==> config.mk <==
export PLATFORM = sky130hd
export DESIGN_NAME = uart_csr_master
export DESIGN_NICKNAME = d
export VERILOG_FILES = /design/src/rtl/uart_csr_master.sv
export SDC_FILE = /design/constraint.sdc
export NUM_CORES = 1
export LEC_CHECK = 0
export CAP_MARGIN = 10
export CORE_MARGIN = 2
export CORE_UTILIZATION = 25
export CTS_CLUSTER_SIZE = 16
export DETAILED_ROUTE_END_ITERATION = 8
export MAX_ROUTING_LAYER = met4
export PLACE_DENSITY = 0.58
export RECOVER_POWER = 25
export SYNTH_ARGS = -nofsm -noshare
export SYNTH_HDL_FRONTEND = slang
export SYNTH_SLANG_ARGS = --single-unit
export TNS_END_PERCENT = 30
==> constraint.sdc <==
create_clock -name clk -period 5.15 [get_ports clk]
set_input_delay 0.515 -clock clk [delete_from_list [all_inputs] [get_ports clk]]
set_output_delay 0.515 -clock clk [all_outputs]
set_load 0.01 [all_outputs]
==> src/rtl/uart_csr_master.sv <==
// CSR bus initiator that drives the UART in place of the CPU: polls STATUS, drains a
// small transmit FIFO into TXDATA and captures RXDATA bytes into a one-byte holding register.
module uart_csr_master #(
    parameter int unsigned           DATA_WIDTH   = 32,
    parameter int unsigned           ADDR_WIDTH   = 3,
    parameter logic [ADDR_WIDTH-1:0] STATUS_ADDR  = ADDR_WIDTH'(0),
    parameter logic [ADDR_WIDTH-1:0] TXDATA_ADDR  = ADDR_WIDTH'(1),
    parameter logic [ADDR_WIDTH-1:0] RXDATA_ADDR  = ADDR_WIDTH'(2),
    parameter int unsigned           TX_BUSY_BIT  = 0,
    parameter int unsigned           RX_AVAIL_BIT = 1,
    parameter int unsigned           TX_DEPTH     = 4
) (
    input  logic                  clk,
    input  logic                  rst_n,
    input  logic [7:0]            tx_data,
    input  logic                  tx_valid,
    output logic                  tx_ready,
    output logic [7:0]            rx_data,
    output logic                  rx_valid,
    input  logic                  rx_ready,
    output logic [ADDR_WIDTH-1:0] csr_wr_addr,
    output logic [DATA_WIDTH-1:0] csr_wr_data,
    output logic                  csr_wen,
    output logic [ADDR_WIDTH-1:0] csr_rd_addr,
    output logic                  csr_ren,
    input  logic [DATA_WIDTH-1:0] csr_rd_data
);

    localparam int unsigned      PTR_W    = $clog2(TX_DEPTH);
    localparam int unsigned      CNT_W    = PTR_W + 1;
    localparam logic [CNT_W-1:0] CNT_FULL = CNT_W'(TX_DEPTH);

    typedef enum logic [2:0] {POLL, STAT, TXWR, RXRD, RXCAP} state_t;

    state_t                state;
    state_t                state_nxt;

    logic [7:0]            fifo_mem [TX_DEPTH];
    logic [PTR_W-1:0]      wr_ptr;
    logic [PTR_W-1:0]      rd_ptr;
    logic [CNT_W-1:0]      count;
    logic [CNT_W-1:0]      count_nxt;
    logic                  push;
    logic                  pop;
    logic                  fifo_empty;

    logic                  csr_ren_nxt;
    logic                  csr_wen_nxt;
    logic [ADDR_WIDTH-1:0] csr_rd_addr_nxt;
    logic [ADDR_WIDTH-1:0] csr_wr_addr_nxt;
    logic [DATA_WIDTH-1:0] csr_wr_data_nxt;
    logic                  status_rx_avail;
    logic                  status_tx_busy;
    logic                  unused_rd_data;

    assign push            = tx_valid && tx_ready;
    assign pop             = (state == TXWR);
    assign fifo_empty      = (count == '0);
    assign count_nxt       = count + CNT_W'(push) - CNT_W'(pop);
    assign status_rx_avail = csr_rd_data[RX_AVAIL_BIT];
    assign status_tx_busy  = csr_rd_data[TX_BUSY_BIT];
    assign unused_rd_data  = ^csr_rd_data;

    // Transmit FIFO storage; contents need no reset since pointers and count do.
    always_ff @(posedge clk) begin
        if (push) begin
            fifo_mem[wr_ptr] <= tx_data;
        end
    end

    always_ff @(posedge clk or negedge rst_n) begin
        if (!rst_n) begin
            wr_ptr   <= '0;
            rd_ptr   <= '0;
            count    <= '0;
            tx_ready <= 1'b1;
        end else begin
            if (push) wr_ptr <= wr_ptr + PTR_W'(1);
            if (pop)  rd_ptr <= rd_ptr + PTR_W'(1);
            count    <= count_nxt;
            tx_ready <= (count_nxt != CNT_FULL);
        end
    end

    // Next state, then the bus outputs for the state being entered (registered below).
    // POLL waits for its own strobe to be on the bus, which covers the first cycle after reset.
    always_comb begin
        state_nxt       = state;
        csr_ren_nxt     = 1'b0;
        csr_wen_nxt     = 1'b0;
        csr_rd_addr_nxt = '0;
        csr_wr_addr_nxt = '0;
        csr_wr_data_nxt = '0;

        unique case (state)
            POLL: begin
                if (csr_ren) state_nxt = STAT;
            end
            STAT: begin
                if (status_rx_avail && !rx_valid) begin
                    state_nxt = RXRD;
                end else if (!status_tx_busy && !fifo_empty) begin
                    state_nxt = TXWR;
                end else begin
                    state_nxt = POLL;
                end
            end
            RXRD:        state_nxt = RXCAP;
            RXCAP, TXWR: state_nxt = POLL;
            default:     state_nxt = POLL;
        endcase

        case (state_nxt)
            POLL: begin
                csr_ren_nxt     = 1'b1;
                csr_rd_addr_nxt = STATUS_ADDR;
            end
            RXRD: begin
                csr_ren_nxt     = 1'b1;
                csr_rd_addr_nxt = RXDATA_ADDR;
            end
            STAT, RXCAP: begin
                csr_rd_addr_nxt = csr_rd_addr;
            end
            TXWR: begin
                csr_wen_nxt     = 1'b1;
                csr_wr_addr_nxt = TXDATA_ADDR;
                csr_wr_data_nxt = DATA_WIDTH'(fifo_mem[rd_ptr]);
            end
            default: begin
            end
        endcase
    end

    always_ff @(posedge clk or negedge rst_n) begin
        if (!rst_n) begin
            state       <= POLL;
            csr_ren     <= 1'b0;
            csr_wen     <= 1'b0;
            csr_rd_addr <= '0;
            csr_wr_addr <= '0;
            csr_wr_data <= '0;
        end else begin
            state       <= state_nxt;
            csr_ren     <= csr_ren_nxt;
            csr_wen     <= csr_wen_nxt;
            csr_rd_addr <= csr_rd_addr_nxt;
            csr_wr_addr <= csr_wr_addr_nxt;
            csr_wr_data <= csr_wr_data_nxt;
        end
    end

    // Receive holding register.
    always_ff @(posedge clk or negedge rst_n) begin
        if (!rst_n) begin
            rx_data  <= '0;
            rx_valid <= 1'b0;
        end else if (state == RXCAP) begin
            rx_data  <= csr_rd_data[7:0];
            rx_valid <= 1'b1;
        end else if (rx_valid && rx_ready) begin
            rx_valid <= 1'b0;
        end
    end

endmodule

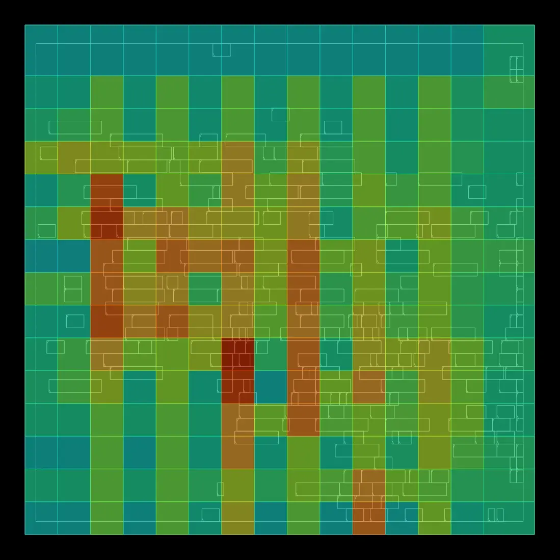
(images/congestion_map.png)
overall fraction of global-route tracks in use: 8.997%
end-of-flow core utilization: 32.23%
global routing usage on met1: 9.953%
most used routing layer: met2

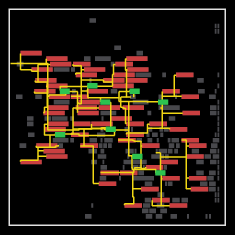
(images/clock_wires.png)
Drawn at 2 px/um.
flip-flops -> red  # count 63
clock wires -> yellow  # length 863 um
clock-net drivers -> green  # count 9
routed clock nets = 10
Clock net power: 463 uW
worst skew pair latency: 330 ps

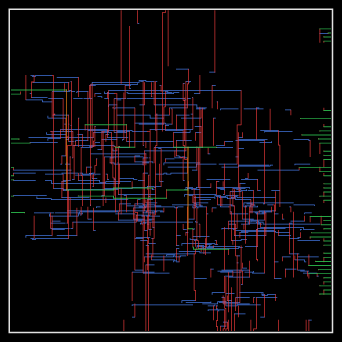
(images/layers.png)
Drawn at 3 px/um.
M2 -> red  # wire length 2,190 um
M1 -> blue  # wire length 2,060 um
M4 -> orange  # wire length 60.5 um
M3 -> green  # wire length 306 um
detail-routed net length per standard cell: 12.93 um
total wirelength of the detailed-routed design: 4.617 mm
Vias: 1,378

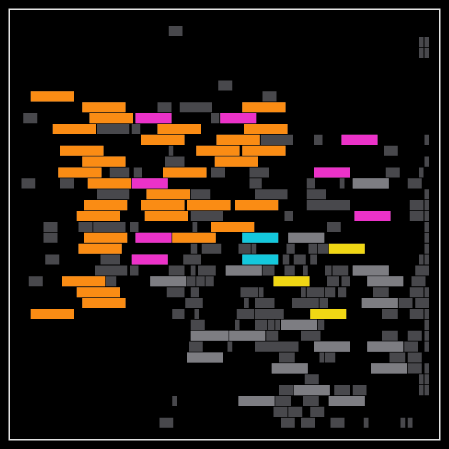
(images/ff_map.png)
Drawn at 4 px/um. Other sequential cells in the stronger grey, the rest of the logic in the fainter grey.
rd_ptr -> cyan  # placed flops 2
fifo_mem -> orange  # placed flops 32
state -> yellow  # placed flops 3
csr_wr_data -> magenta  # placed flops 8
not coloured = 18
footprint of the flip-flops and latches: 1738 um^2
flop share of the area: 52.24%
power consumed by sequential cells: 808 uW

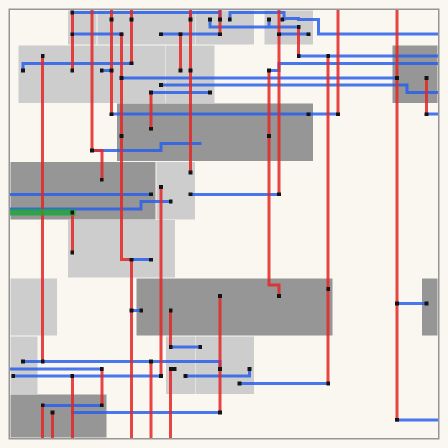
(images/closeup.png)
Window x 70 to 90, y 17 to 37 um. Cells in grey, sequential cells in the stronger grey; small squares are vias.
M1 -> blue
M2 -> red
M3 -> green
sequential cells in the window = 3
most frequent = dfrtp_1 (3)
cells with their middle in the window = 13

==> run summary <==
Run status = complete, but fails checks
Failing checks = max-capacitance violations, max-slew violations
Path category of the worst min-delay check = flip-flop to flip-flop
Synthesized-area fraction occupied by and/or/nand/nor cells = 7.086%
Multi-input gate share of total cell area = 22.90%
Met1 routed wirelength after detailed routing = 2.059 mm
Setup-failing EPs final = 0
Combined area of the multi-input logic cells = 762.0 um^2
TNS Setup = 0 ps
Clock tree from TritonCTS = built
Critical Path AT = 2510 ps
Final-layout clock buffer total = 10
Largest cell class by area = registers
Number of flip-flops in the largest register = 32
Post-route cell area = 3327 um^2
Proportion of synthesized flip-flops having asynchronous set or reset = 49.21%
Overall power after layout = 1.830 mW
Die width = 107.3 um
IO buf count = 41
Hold-critical path endpoint = rx_data[3]$_DFFE_PN0P_
Number of buffers outside the clock class in the layout = 42
Worst-case setup slack after placement = 2575 ps
Share of synthesized area occupied by flip-flops and latches = 65.18%
Final-layout clock-cell area share = 6.393%
Layout fillers = 1,006
GRT Residual Overflow = 0
Total of warnings raised by yosys = 0
Clk_skew = 9.515 ps
Mux cell area share = 10.56%
Power per unit of standard cell area = 550.0 nW/um^2
Final Cycle Share = 43.78%
Area fraction in full adders, half adders and majority gates = 3.566%
Worst R2R Start = state[1]$_DFF_PN0_
CP Depth = 9
Max Slew Vio Count = 32
Top routing layer used = met4
Startpoint kind of the worst setup timing path = flip-flop
Routed length on met3 = 306 um
Comb area leader = multiplexers
Nets = 267
Floorplan Utilization = 25.83%
Worst reg-to-reg setup slack = 2900 ps
H-tree depth = 3
Comb group = 559 uW
Vias per std cell = 3.860
DRT iter0 DRCs = 70
DP Area = 3118 um^2
Final antenna-violating net count = 0
CP Class = flip-flop to flip-flop
Placer congestion estimate = 0.6827
Combinational fraction of design power = 30.6%
Max capacitance violation total = 1
Sequential power share = 44.1%
Met3 GRT Util = 4.116%
Half-perimeter wire length after placement = 3.022 mm
XOR-XNOR Cells, Area Fraction = 1.642%
End of the worst register-to-register path = tx_ready$_DFF_PN1_
Fraction of cell area in non-clock buffers = 12.45%
Top cells by area = sky130_fd_sc_hd__edfxtp_1 (36%), sky130_fd_sc_hd__dfrtp_1 (28%), sky130_fd_sc_hd__buf_4 (8.2%), sky130_fd_sc_hd__mux4_2 (6.8%), sky130_fd_sc_hd__mux2_2 (3.8%)
Largest register by flop count = fifo_mem
Worst Tran Pin Value = 1779 ps
Power spent charging and discharging nets = 541.3 uW
Antenna diode count = 0
Non-clock inverter count = 8
Setup fix buffers added after clock tree synthesis = 0
TritonRoute pass-1 iters = 4
AND-OR/OR-AND Cells, Area Fraction = 1.783%
Number of logic gates = 92
Antenna violations before repair = 0
Top fanout value on the critical path = 5
Peak per-stage delay on the critical path = 480 ps
Final cell count without fillers = 357
Clock slew at reported path FFs = 70 ps
Wire length of the first global-routing pass = 7.231 mm
R2R depth = 9
Setup repair after global routing missed its margin = no
Yosys cell count = 168
DRC = 0
Top logic cells by instance count in the layout = sky130_fd_sc_hd__edfxtp_1 (32), sky130_fd_sc_hd__clkdlybuf4s50_1 (32), sky130_fd_sc_hd__dfrtp_1 (30)
Post-synthesis instance area = 2666 um^2
Smallest hold slack = 505.4 ps
Most instantiated library cell after synthesis = sky130_fd_sc_hd__edfxtp_1
Number of distinct library cells after synthesis = 33
Switching power share of the total = 29.59%
Number of flip-flops and latches in the synthesized netlist = 63
Highest attainable clock frequency = 443.5 MHz
Core footprint = 10,320 um^2
Hold Path Depth = 1
Power and IR drop assume default switching activity.
